--- config.mk ---
export PLATFORM = sky130hd
export DESIGN_NAME = y86_mem_arbiter
export DESIGN_NICKNAME = d
export VERILOG_FILES = /design/src/rtl/y86_mem_arbiter.sv
export SDC_FILE = /design/constraint.sdc
export NUM_CORES = 1
export LEC_CHECK = 0
export ABC_AREA = 1
export CORE_AREA = 4 4 201 203
export DETAILED_ROUTE_END_ITERATION = 12
export DIE_AREA = 0 0 205 207
export PLACE_DENSITY = 0.59
export RECOVER_POWER = 25
export SLEW_MARGIN = 20
export SYNTH_ARGS = -nofsm -noshare
export SYNTH_HDL_FRONTEND = slang
export SYNTH_SLANG_ARGS = --single-unit
--- constraint.sdc ---
create_clock -name clk -period 1.8 [get_ports clk]
set_clock_uncertainty 0.1 [all_clocks]
set_input_delay 0.45 -clock clk [delete_from_list [all_inputs] [get_ports clk]]
set_output_delay 0.45 -clock clk [all_outputs]
set_load 0.03 [all_outputs]
--- src/rtl/y86_mem_arbiter.sv ---
// Two-client arbiter for the Y86 unified single-port memory.
// The fetch stage only reads. The memory stage reads or writes. Each access is
// sequenced IDLE -> {F_ACC|M_ACC} -> DONE. In IDLE the memory stage wins ties.
// After STARVE_LIM consecutive memory-stage wins while fetch waits, fetch is
// forced one grant. An access that sees no ack within TIMEOUT cycles is aborted
// and reported through the client's err flag.
module y86_mem_arbiter #(
  parameter int ADDR_W     = 64,
  parameter int DATA_W     = 64,
  parameter int TIMEOUT    = 15,
  parameter int STARVE_LIM = 4
) (
  input  logic              clk,
  input  logic              rst_n,
  // fetch client
  input  logic              f_req,
  input  logic [ADDR_W-1:0] f_addr,
  output logic              f_done,
  output logic [DATA_W-1:0] f_rdata,
  output logic              f_err,
  // memory-stage client
  input  logic              m_req,
  input  logic              m_we,
  input  logic [ADDR_W-1:0] m_addr,
  input  logic [DATA_W-1:0] m_wdata,
  output logic              m_done,
  output logic [DATA_W-1:0] m_rdata,
  output logic              m_err,
  // pipeline control
  output logic              f_stall_req,
  output logic              m_stall_req,
  // memory port
  output logic              mem_req,
  output logic              mem_we,
  output logic [ADDR_W-1:0] mem_addr,
  output logic [DATA_W-1:0] mem_wdata,
  input  logic              mem_ack,
  input  logic [DATA_W-1:0] mem_rdata
);

  // Counter widths: each counter must be able to hold its limit value.
  localparam int TW = (TIMEOUT < 1) ? 1 : $clog2(TIMEOUT + 1);
  localparam int SW = (STARVE_LIM < 1) ? 1 : $clog2(STARVE_LIM + 1);

  localparam logic [TW-1:0] TMO_LAST   = TW'(TIMEOUT - 1);
  localparam logic [TW-1:0] TMO_ONE    = TW'(1);
  localparam logic [SW-1:0] STARVE_MAX = SW'(STARVE_LIM);
  localparam logic [SW-1:0] STARVE_ONE = SW'(1);

  typedef enum logic [1:0] {
    IDLE  = 2'd0,
    M_ACC = 2'd1,
    F_ACC = 2'd2,
    DONE  = 2'd3
  } state_t;

  state_t            state, state_n;
  logic [TW-1:0]     tmo_cnt, tmo_cnt_n;
  logic [SW-1:0]     starve_cnt, starve_cnt_n;

  logic              mem_req_n, mem_we_n;
  logic [ADDR_W-1:0] mem_addr_n;
  logic [DATA_W-1:0] mem_wdata_n;
  logic              f_done_n, m_done_n, f_err_n, m_err_n;
  logic [DATA_W-1:0] f_rdata_n, m_rdata_n;

  logic              grant_f, grant_m, tmo_hit;

  // Fetch wins when data is idle, or when fetch has been passed over too often.
  assign grant_f = f_req & (~m_req | (starve_cnt == STARVE_MAX));
  assign grant_m = ~grant_f & m_req;
  assign tmo_hit = (tmo_cnt == TMO_LAST);

  // Stall requests hold the stage until its done pulse arrives.
  assign f_stall_req = f_req & ~f_done;
  assign m_stall_req = m_req & ~m_done;

  // State, counters and every registered output.
  always_ff @(posedge clk or negedge rst_n) begin
    if (!rst_n) begin
      state      <= IDLE;
      tmo_cnt    <= '0;
      starve_cnt <= '0;
      mem_req    <= 1'b0;
      mem_we     <= 1'b0;
      mem_addr   <= '0;
      mem_wdata  <= '0;
      f_done     <= 1'b0;
      m_done     <= 1'b0;
      f_err      <= 1'b0;
      m_err      <= 1'b0;
      f_rdata    <= '0;
      m_rdata    <= '0;
    end else begin
      state      <= state_n;
      tmo_cnt    <= tmo_cnt_n;
      starve_cnt <= starve_cnt_n;
      mem_req    <= mem_req_n;
      mem_we     <= mem_we_n;
      mem_addr   <= mem_addr_n;
      mem_wdata  <= mem_wdata_n;
      f_done     <= f_done_n;
      m_done     <= m_done_n;
      f_err      <= f_err_n;
      m_err      <= m_err_n;
      f_rdata    <= f_rdata_n;
      m_rdata    <= m_rdata_n;
    end
  end

  // Next-state and next-output logic; done pulses default low every cycle.
  always_comb begin
    state_n      = state;
    tmo_cnt_n    = tmo_cnt;
    starve_cnt_n = starve_cnt;
    mem_req_n    = mem_req;
    mem_we_n     = mem_we;
    mem_addr_n   = mem_addr;
    mem_wdata_n  = mem_wdata;
    f_done_n     = 1'b0;
    m_done_n     = 1'b0;
    f_err_n      = f_err;
    m_err_n      = m_err;
    f_rdata_n    = f_rdata;
    m_rdata_n    = m_rdata;

    unique case (state)
      IDLE: begin
        tmo_cnt_n = '0;
        if (grant_f) begin
          state_n      = F_ACC;
          mem_req_n    = 1'b1;
          mem_we_n     = 1'b0;
          mem_addr_n   = f_addr;
          mem_wdata_n  = '0;
          starve_cnt_n = '0;
        end else if (grant_m) begin
          state_n     = M_ACC;
          mem_req_n   = 1'b1;
          mem_we_n    = m_we;
          mem_addr_n  = m_addr;
          mem_wdata_n = m_wdata;
          // Only count wins that actually made fetch wait.
          if (f_req && (starve_cnt != STARVE_MAX))
            starve_cnt_n = starve_cnt + STARVE_ONE;
        end
      end

      F_ACC, M_ACC: begin
        // Ack beats timeout on the same edge.
        if (mem_ack || tmo_hit) begin
          state_n   = DONE;
          mem_req_n = 1'b0;
          if (state == F_ACC) begin
            f_done_n = 1'b1;
            f_err_n  = ~mem_ack;
            if (mem_ack)
              f_rdata_n = mem_rdata;
          end else begin
            m_done_n = 1'b1;
            m_err_n  = ~mem_ack;
            if (mem_ack && !mem_we)
              m_rdata_n = mem_rdata;
          end
        end else begin
          tmo_cnt_n = tmo_cnt + TMO_ONE;
        end
      end

      // One dead cycle lets the client see done and retire its request.
      DONE: begin
        state_n = IDLE;
      end

      default: begin
        state_n = IDLE;
      end
    endcase
  end

endmodule
==> run_1/congestion.png <==
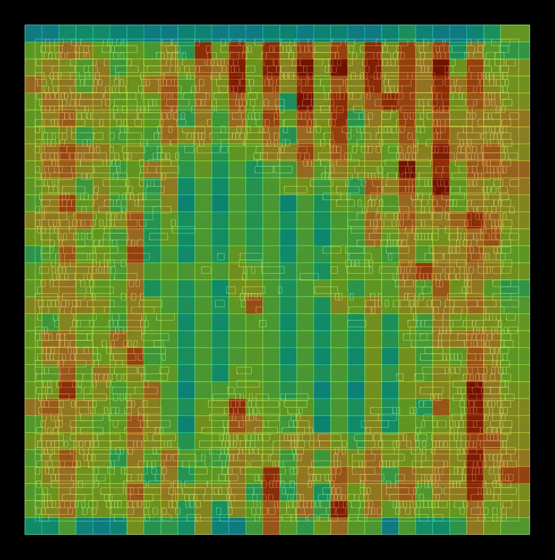
grt met3 use: 8.35%
Global Route met2 Usage: 33.2%
M1 GR Usage: 24.3%

==> run_1/logic_types.png <==
(3 px per um)
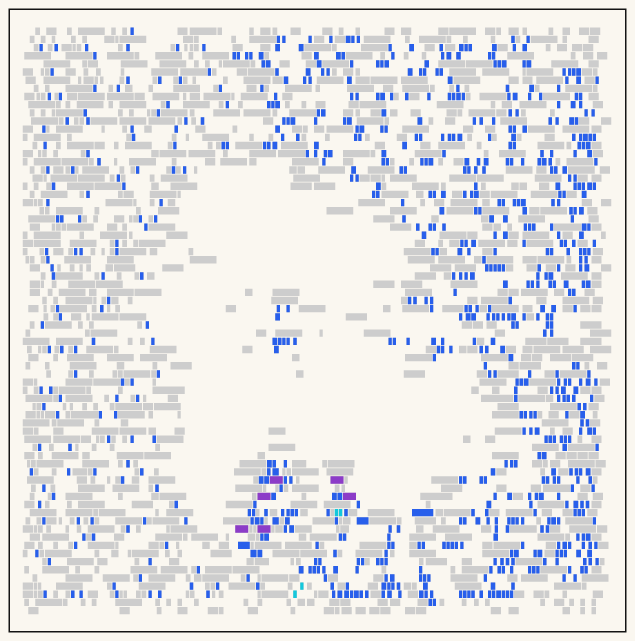
cyan -> NOR gates  # cells 4, where south
blue -> NAND gates  # cells 746, where widely spread
purple -> adder and majority cells  # cells 6, where south

==> run_1/metal_density.png <==
(2 px per um) The die is cut into 20 by 21 equal tiles; white is low, dark blue is high, scaled to the fullest tile. Values are wire area over tile area, all layers added.
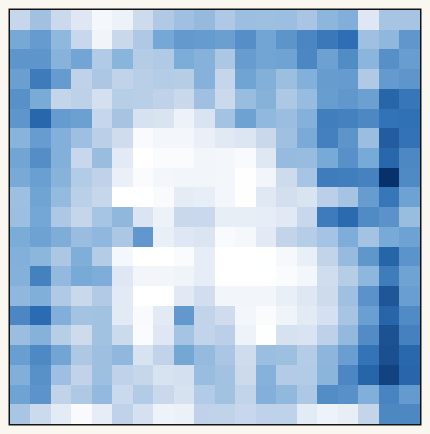
tiles over half the peak = 28%
densest ninth of the die = north-east
mean over tiles = 0.18
nearly empty tiles = 3.8%

==> run_1/detail.png <==
Window x 88 to 118, y 47 to 77 um. Cells in gray, sequential cells in the stronger gray; small squares are vias.
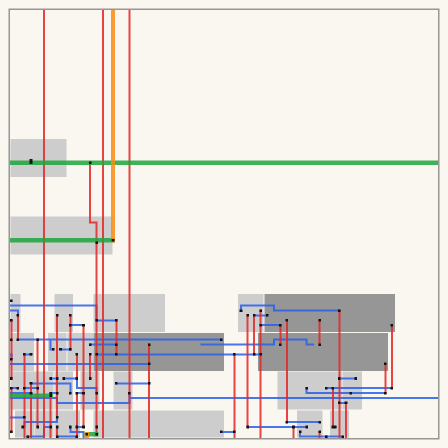
red -> metal 2
green -> metal 3
blue -> metal 1
orange -> metal 4
cells with their middle in the window = 24
most frequent = nand2_1 (5), inv_1 (4)
sequential cells in the window = 3
netlist names of flops here include = starve_cnt (2), tmo_cnt (1)

==> out/metrics.csv, run 1 <==
metric,value,unit
powerDensity,1900,nW/um^2
fin_area,17500,um^2
grt_antenna_before_repair,7,
htree_levels,1,
intPower,18.0,mW
post-place-ws,-0.421,ns
power_frac_clock,18.6,%
ys_ff,271,
die_y,207,um
warnings,30,
p_total,33.3,mW
yosysMostFrequentCell,nand2_1,
numCtsBuffers,30,
reg2regPathDepth,9,
firstDrtPassIters,5,
ys_top_cells_by_area,"dfrtp_1, nand2_1, nand3_1, o21ai_0, inv_1",
timing_worst_setup_path_type,primary input to primary output,
cts-root-buf,clkbuf_16,
dp_cells,2360,
power_switching,15.4,mW
ant_nets,0,
postPlaceCellArea,17700,um^2
arrival,1.21,ns
relSlewSlack,47.0,%
clkTransAtPathRegs,0.06,ns
finish.net_count,2144,
chipArea,42400,um^2
ys_seq_share,60.1,%
insertion_delay,0.55,ns
portBuffers,525,
grt_max_degree,55,
ys_types,17,
worst-slew-pin-transition,0.794,ns
yosys-stat-area,11300,um^2
synthMuxAreaShare,0,%
cts_tree,built,
hold_viol,0,
final_common_cell,nand2_1,
max_clock_freq,569,MHz
flop_cell,dfrtp_1,
grt_pass1_wl,67400,um
yosysWarnings,0,
leakage,9.34,nW
syn_inst,1337,
numClockSinks,271,
grt.busiest_layer,met2,
pwr-share-comb,49.9,%
hold_path_class,primary input to flip-flop,
setup_viol,0,
cp.required,1.25,ns
crit_top_cell,buf_4,
max-clock-path-buffers,3,
hold_end,state[0]$_DFFE_PN0P_,
final_cell_mix,"nand2_1, dfrtp_1, clkdlybuf4s50_1",
overflow,0,
drcViolationCount,0,
die_w,205,um
crit_family,buffers and inverters,
xor_share,0.0776,%
via_per_inst,4.53,
tns,0,ns
fp_nets,1605,
area_delta_synth_final,55.3,%
regToRegStartpoint,state[0]$_DFFE_PN0P_,
synth-adder-area-share,0.665,%
p_seq_share,31.5,%
ys_sh_simple,26.5,%
synthAoiAreaFrac,6.37,%
peakVddDrop,955,uV
r2r_setup_slack,0.16,ns
dp.final_hpwl,34100,um
end_kind,primary output,
netlist_area,11300,um^2
layout_setup_ws,0.0427,ns
status,finished clean,
instances_no_fill,2419,
synthTopLogicFamily,simple AND/OR/NAND/NOR gates,
cap_violations,0,
finalCriticalPeriod,1.76,ns
rows,72,
core,38500,um^2
crit_fanout,2,
hp-start,f_req,
route.vias.total,10961,
gp_congestion,0.887,
yosys-stat-cells,1337,
holdPathStages,5,
pin_count,526,
path_cells,dlygate4sd2_1 -> inv_2 -> buf_4 -> nor2_1 -> buf_4,
wire_per_inst,18.7,um
post-synth-top-area-cell,dfrtp_1,
path_buffers,4,
post_cts_buffers,0,
initCoreUtil,29.4,%
grt_pass1_vias,10963,
p_sw_share,46.1,%
utilization,45.6,%
hold_slack,0.278,ns
max_stage_delay,0.27,ns
drt_iter0_markers,729,
wl,45300,um
edf_count,0,
critPathSlowestCell,dlygate4sd2_1,
cp-start-kind,primary input,
drv_slew,0,
syn_avg_cell_area,8.45,um^2
top_cells_by_count,"nand2_1, dfrtp_1, nand3_1",
synth-async-reset-ratio,100,%
rsz0062_at_grt,yes,
fin_crit_sh,97.6,%
drive_gt1_share,20.0,%
top_area_share,60.1,%
crit-reg2reg-capture,mem_addr[61]$_DFFE_PN0P_,
track_usage,20.2,%
==> run 1: worst max path at each step <==
stage | start | to | slack [ns] | cells after the start
global route | m_done$_DFF_PN0_ | m_stall_req | -0.02 | 2
detailed placement | m_req | mem_addr[48]$_DFFE_PN0P_ | -0.42 | 7
CTS | mem_addr[29]$_DFFE_PN0P_ | mem_addr[29] | 0.002 | 1
floorplan | state[0]$_DFFE_PN0P_ | m_rdata[33]$_DFFE_PN0P_ | 0.23 | 7
finish | m_req | m_stall_req | 0.04 | 5
global placement | m_req | mem_addr[48]$_DFFE_PN0P_ | -0.46 | 7
==> run 1: power groups by stage <==
stage | registers (mW) | clock network, mW | logic, mW
2_1_floorplan | 15.6 | 0 | 4.54
3_3_place_gp | 10.6 | 0 | 18.8
3_5_place_dp | 10.6 | 0 | 18.9
4_1_cts | 10.5 | 6.42 | 16.8
5_1_grt | 10.8 | 6.69 | 18.0
6_report | 10.5 | 6.20 | 16.6
==> run 1: area by class of cell <==
class                           count  area [um^2]
Inverter                           84          318
Clock buffer                       43          850
Tap cell                          518          648
Clock inverter                     11          144
Antenna cell                        3         7.51
Timing Repair Buffer              591         4950
Sequential cell                   271         6780
Multi-Input combinational cell    898         3830
Fill cell                        3766        20900
==> run 1: layer usage <==
layer,share of wire (%),vias to the layer above
li1,-,5272
met1,39,5123
met2,47,478
met3,12,78
met4,3.0,10
met5,0.15,-
==> run 1: timing repair <==
| action | 4_1_cts | 5_1_grt |
|---|---|---|
| pin swaps | 1 | 0 |
| endpoints found under the hold margin | 28 | 0 |
| hold buffers | 1 | 0 |
| gates cloned | 0 | 1 |
| endpoints found under the setup margin | 250 | 6 |
| gates resized | 1131 | 7 |
==> run_1/layer_met4.png <==
(2 px per um) Supply wires on this layer in gray.
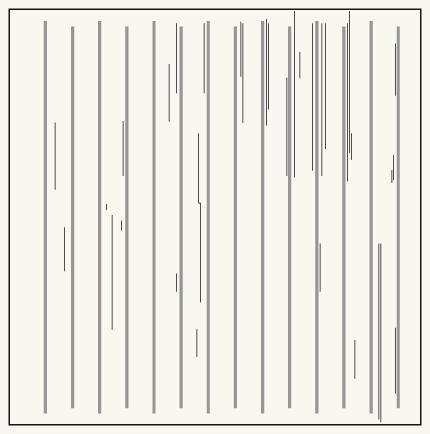

## Run 2: what changed since run 1
--- a/config.mk
+++ b/config.mk
@@ -6,10 +6,11 @@
 export NUM_CORES = 1
 export LEC_CHECK = 0
 export ABC_AREA = 1
-export CORE_AREA = 4 4 201 203
+export CORE_AREA = 4 4 200 202
 export DETAILED_ROUTE_END_ITERATION = 12
-export DIE_AREA = 0 0 205 207
-export PLACE_DENSITY = 0.59
+export DIE_AREA = 0 0 204 206
+export MAX_ROUTING_LAYER = met4
+export PLACE_DENSITY = 0.6
 export RECOVER_POWER = 25
 export SLEW_MARGIN = 20
 export SYNTH_ARGS = -nofsm -noshare
==> constraint.sdc (replaced) <==
create_clock -name clk -period 2.27 [get_ports clk]
set_clock_uncertainty 0.1 [all_clocks]
set_input_delay 0.5675 -clock clk [delete_from_list [all_inputs] [get_ports clk]]
set_output_delay 0.5675 -clock clk [all_outputs]
set_load 0.03 [all_outputs]
==> run_2/layer_met4.png <==
(2 px per um) Supply wires on this layer in gray.
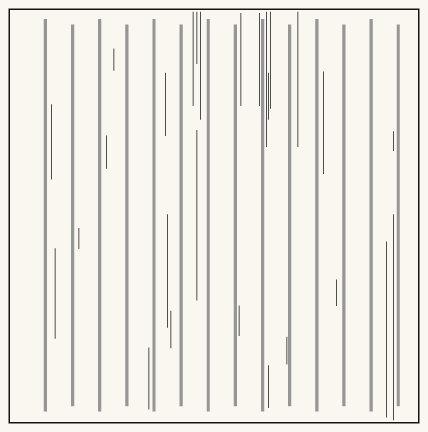
wire length on this layer = 1080 um
share of all routed wire = 2.5%
longest straight run = 103 um
main direction = vertical
nets with wire on the layer = 16

==> out/metrics.csv, run 2 <==
metric,value,unit
status,finished clean,
path_cells,dlygate4sd2_1,
power_frac_clock,20.2,%
dp.final_hpwl,32900,um
nFillCells,3775,
cp.required,1.60,ns
initCoreUtil,29.5,%
max-clock-path-buffers,3,
yosysWarnings,0,
grt.met2_usage,33.4,%
ys_seq_share,60.1,%
final_cell_mix,"nand2_1, dfrtp_1, dlygate4sd2_1",
numClockSinks,271,
firstDrtPassIters,5,
peakVddDrop,894,uV
ys_types,17,
hold_path_class,primary input to flip-flop,
met2WireLength,20700,um
setup_viol,0,
core,38300,um^2
fin_area,18000,um^2
pg_clk,5.33,mW
die_w,204,um
grt_antenna_before_repair,3,
met1_usage,23.8,%
leakage,9.62,nW
dp_cells,2334,
max_clock_freq,477,MHz
syn_inst,1337,
finish.net_count,2118,
met3_length,5030,um
top_cells_by_count,"nand2_1, dfrtp_1, nand3_1",
overflow,0,
postPlaceCellArea,17300,um^2
pin_count,526,
htree_levels,1,
rows,72,
chipArea,42000,um^2
use_met3,8.61,%
fin_crit_sh,92.4,%
crit_fanout,2,
portBuffers,525,
max_stage_delay,0.51,ns
insertion_delay,0.56,ns
synth-async-reset-ratio,100,%
arrival,1.43,ns
relSlewSlack,44.4,%
netlist_area,11300,um^2
intPower,14.3,mW
via_per_inst,4.52,
p_sw_share,45.6,%
instances_no_fill,2396,
hold_viol,0,
grt_pass1_wl,65900,um
yosysMostFrequentCell,nand2_1,
area_delta_synth_final,59.5,%
cp-start-kind,flip-flop,
utilization,47.0,%
final_common_cell,nand2_1,
numCtsBuffers,31,
-- run 2: cell type report --
cell class	count	area (um^2)	area share (%)
Antenna cell	3	7.51	0.0417
Clock buffer	39	866	4.81
Clock inverter	19	230	1.28
Inverter	84	318	1.76
Multi-Input combinational cell	898	3810	21.2
Sequential cell	271	6780	37.7
Tap cell	518	648	3.60
Timing Repair Buffer	564	5350	29.7
-- run 2: final timing paths --
check / from / to / slack (ns) / cells after the start
setup / recovery: mem_addr[39]$_DFFE_PN0P_ / mem_addr[39] / 0.17 / 1
hold / removal: f_req / starve_cnt[2]$_DFFE_PN0P_ / 0.36 / 4
setup reg to reg: state[0]$_DFFE_PN0P_ / f_rdata[42]$_DFFE_PN0P_ / 0.35 / 5
hold reg to reg: mem_addr[55]$_DFFE_PN0P_ / mem_addr[55]$_DFFE_PN0P_ / 0.37 / 2
max in group asynchronous: rst_n / mem_wdata[59]$_DFFE_PN0P_ / 0.45 / 3
min in group asynchronous: rst_n / mem_wdata[35]$_DFFE_PN0P_ / 0.43 / 2
-- run 2: cells by family (layout without fill, tap and decap cells) --
| group | count (synthesis) | count (layout) | synth area share [%] |
|---|---|---|---|
| AOI/OAI and AO/OA | 141 | 141 | 6.37 |
| xor gates and xnor gates | 1 | 1 | 0.0776 |
| adders and majority gates | 6 | 6 | 0.665 |
| buffers and inverters | 168 | 706 | 6.28 |
| DFF | 271 | 271 | 60.1 |
| other | 0 | 3 | 0 |
| and+or+nand+nor | 750 | 750 | 26.5 |
-- run 2: what timing repair did --
action                                  CTS  global route
endpoints found under the setup margin  262             0
hold endpoints to repair                 41             0
resized                                 262             0
hold buffers                              1             0
==> run_2/detail.png <==
Window x 87 to 117, y 47 to 77 um. Cells in gray, sequential cells in the stronger gray; small squares are vias.
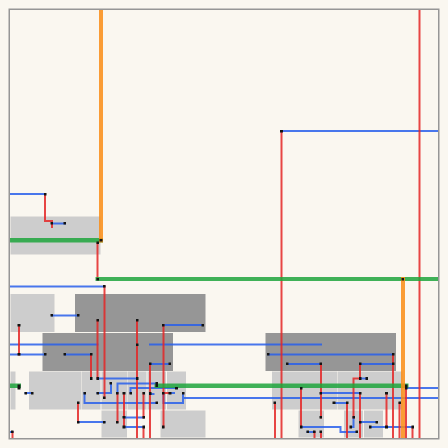

## Run 3: what changed since run 2
--- a/config.mk
+++ b/config.mk
@@ -10,7 +10,7 @@
 export DETAILED_ROUTE_END_ITERATION = 12
 export DIE_AREA = 0 0 204 206
 export MAX_ROUTING_LAYER = met4
-export PLACE_DENSITY = 0.6
+export PLACE_DENSITY = 0.72
 export RECOVER_POWER = 25
 export SLEW_MARGIN = 20
 export SYNTH_ARGS = -nofsm -noshare
==> run_3/detail.png <==
Window x 87 to 117, y 47 to 77 um. Cells in gray, sequential cells in the stronger gray; small squares are vias.
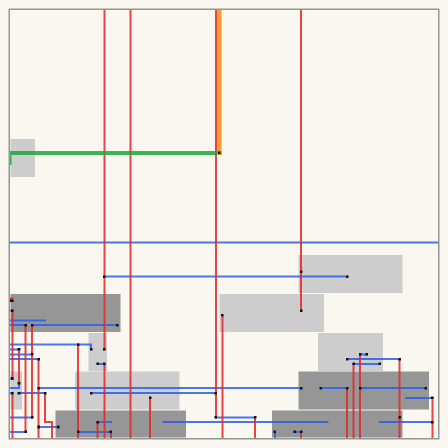
orange -> metal 4
blue -> metal 1
red -> metal 2
green -> metal 3
netlist names of flops here include = starve_cnt (2)
sequential cells in the window = 4
cells with their middle in the window = 10
most frequent = dfrtp_1 (4), buf_12 (3), nand2_1 (2)

==> out/metrics.csv, run 3 <==
metric,value,unit
status,finished clean,
pg_clk,4.84,mW
yosysWarnings,0,
max-clock-path-buffers,3,
end_kind,primary output,
nFillCells,3655,
synth-async-reset-ratio,100,%
leakage,9.61,nW
pin_count,526,
wire_per_inst,17.0,um
yosys-stat-cells,1337,
fin_area,18000,um^2
cap_violations,0,
numClockSinks,271,
htree_levels,1,
grt_antenna_before_repair,2,
cts_tree,built,
grt_pass1_wl,61900,um
clkTransAtPathRegs,0.06,ns
intPower,14.0,mW
hold_slack,0.355,ns
pg_seq,8.21,mW
postPlaceCellArea,17300,um^2
firstDrtPassIters,5,
finish.net_count,2114,
cp-startpoint,m_req,
drt_iter0_markers,689,
powerDensity,1440,nW/um^2
p_seq_share,31.7,%
ys_seq_share,60.1,%
fp_nets,1605,
drcViolationCount,0,
syn_inst,1337,
area_delta_synth_final,59.7,%
fin_crit_sh,93.6,%
drive_gt1_share,5.19,%
regToRegStartpoint,starve_cnt[0]$_DFFE_PN0P_,
yosysMostFrequentCell,nand2_1,
grt_max_degree,67,
crit-reg2reg-capture,mem_addr[61]$_DFFE_PN0P_,
rsz0062_at_grt,no,
timing_worst_setup_path_type,primary input to primary output,
drv_slew,0,
hp-start,f_req,
top_cells_by_count,"nand2_1, dfrtp_1, nand3_1",
instances_no_fill,2389,
cts-root-buf,clkbuf_16,
dp_cells,2331,
relSlewSlack,15.7,%
post_cts_buffers,0,
setup_viol,0,
hold_path_class,primary input to flip-flop,
hold_end,mem_addr[60]$_DFFE_PN0P_,
portBuffers,525,
finalCriticalPeriod,2.13,ns
postCtsResizedCells,260,
peakVddDrop,886,uV
tns,0,ns
initCoreUtil,29.5,%
gp_congestion,0.827,
hold_viol,0,
post-place-ws,0.0830,ns
holdPathStages,5,
crit_fanout,3,
syn_avg_cell_area,8.45,um^2
grt_pass1_vias,11106,
ctsHoldBuffers,1,
numCtsBuffers,30,
reg2regPathDepth,9,
die_y,206,um
wl,40700,um
p_sw_share,45.9,%
layout_setup_ws,0.145,ns
track_usage,18.9,%
max_clock_freq,470,MHz
final_common_cell,nand2_1,
ys_ff,271,
rows,72,
critPathSlowestCell,clkdlybuf4s50_1,
chipArea,42000,um^2
pwr-share-comb,49.6,%
core,38300,um^2
arrival,1.46,ns
top_area_share,60.1,%
path_cells,clkdlybuf4s50_1 -> inv_1 -> nor2_1 -> buf_4,
utilization,47.1,%
## run 3: netlist changes by cell type in the layout (fill, tap and decap cells not counted), moves of 3 or more
| cell | change |
|---|---|
| buf_12 | +10 |
| clkinv_2 | -7 |
| bufinv_16 | -5 |
| clkbuf_8 | +7 |
| buf_4 | -3 |
## run 3: worst max-delay path by stage
stage                               end  slack (ns)
2_1_floorplan               m_stall_req        0.56
3_3_place_gp   mem_addr[14]$_DFFE_PN0P_        0.12
3_5_place_dp    mem_addr[4]$_DFFE_PN0P_        0.08
4_1_cts                    mem_addr[62]        0.12
5_1_grt         m_rdata[11]$_DFFE_PN0P_        0.11
6_report                    m_stall_req        0.14
## run 3: layer usage
metal	vias up	part of all wire (%)	GRT usage, %
met1	5088	40	22.8
met2	468	47	30.2
met5	-	0	-
met4	0	2.9	5.58
met3	66	11	6.75
li1	5209	-	-
## run 3: critical path: cells and delay by family
| kind | cells | cell delay, ns |
|---|---|---|
| buffers and inverters | 3 | 0.78 |
| and+or+nand+nor | 1 | 0.11 |
## run 3: final cells by class
| type | count | share of cell area [%] |
|---|---|---|
| flip-flops and latches | 271 | 37.6 |
| diodes | 2 | 0.0278 |
| multi-input cells | 898 | 21.2 |
| repair buffers | 561 | 30.3 |
| clock buffers | 48 | 5.26 |
| inverters | 84 | 1.76 |
| well taps | 518 | 3.59 |
| clock inverters | 7 | 0.285 |
## run 3: kinds of logic after synthesis
kind of cell	count (synthesis)	synth area share, %
xor gates and xnor gates	1	0.0776
AOI/OAI and AO/OA	141	6.37
buffers and inverters	168	6.28
and+or+nand+nor	750	26.5
adders and majority gates	6	0.665
DFF	271	60.1
Power and IR drop assume default switching activity.
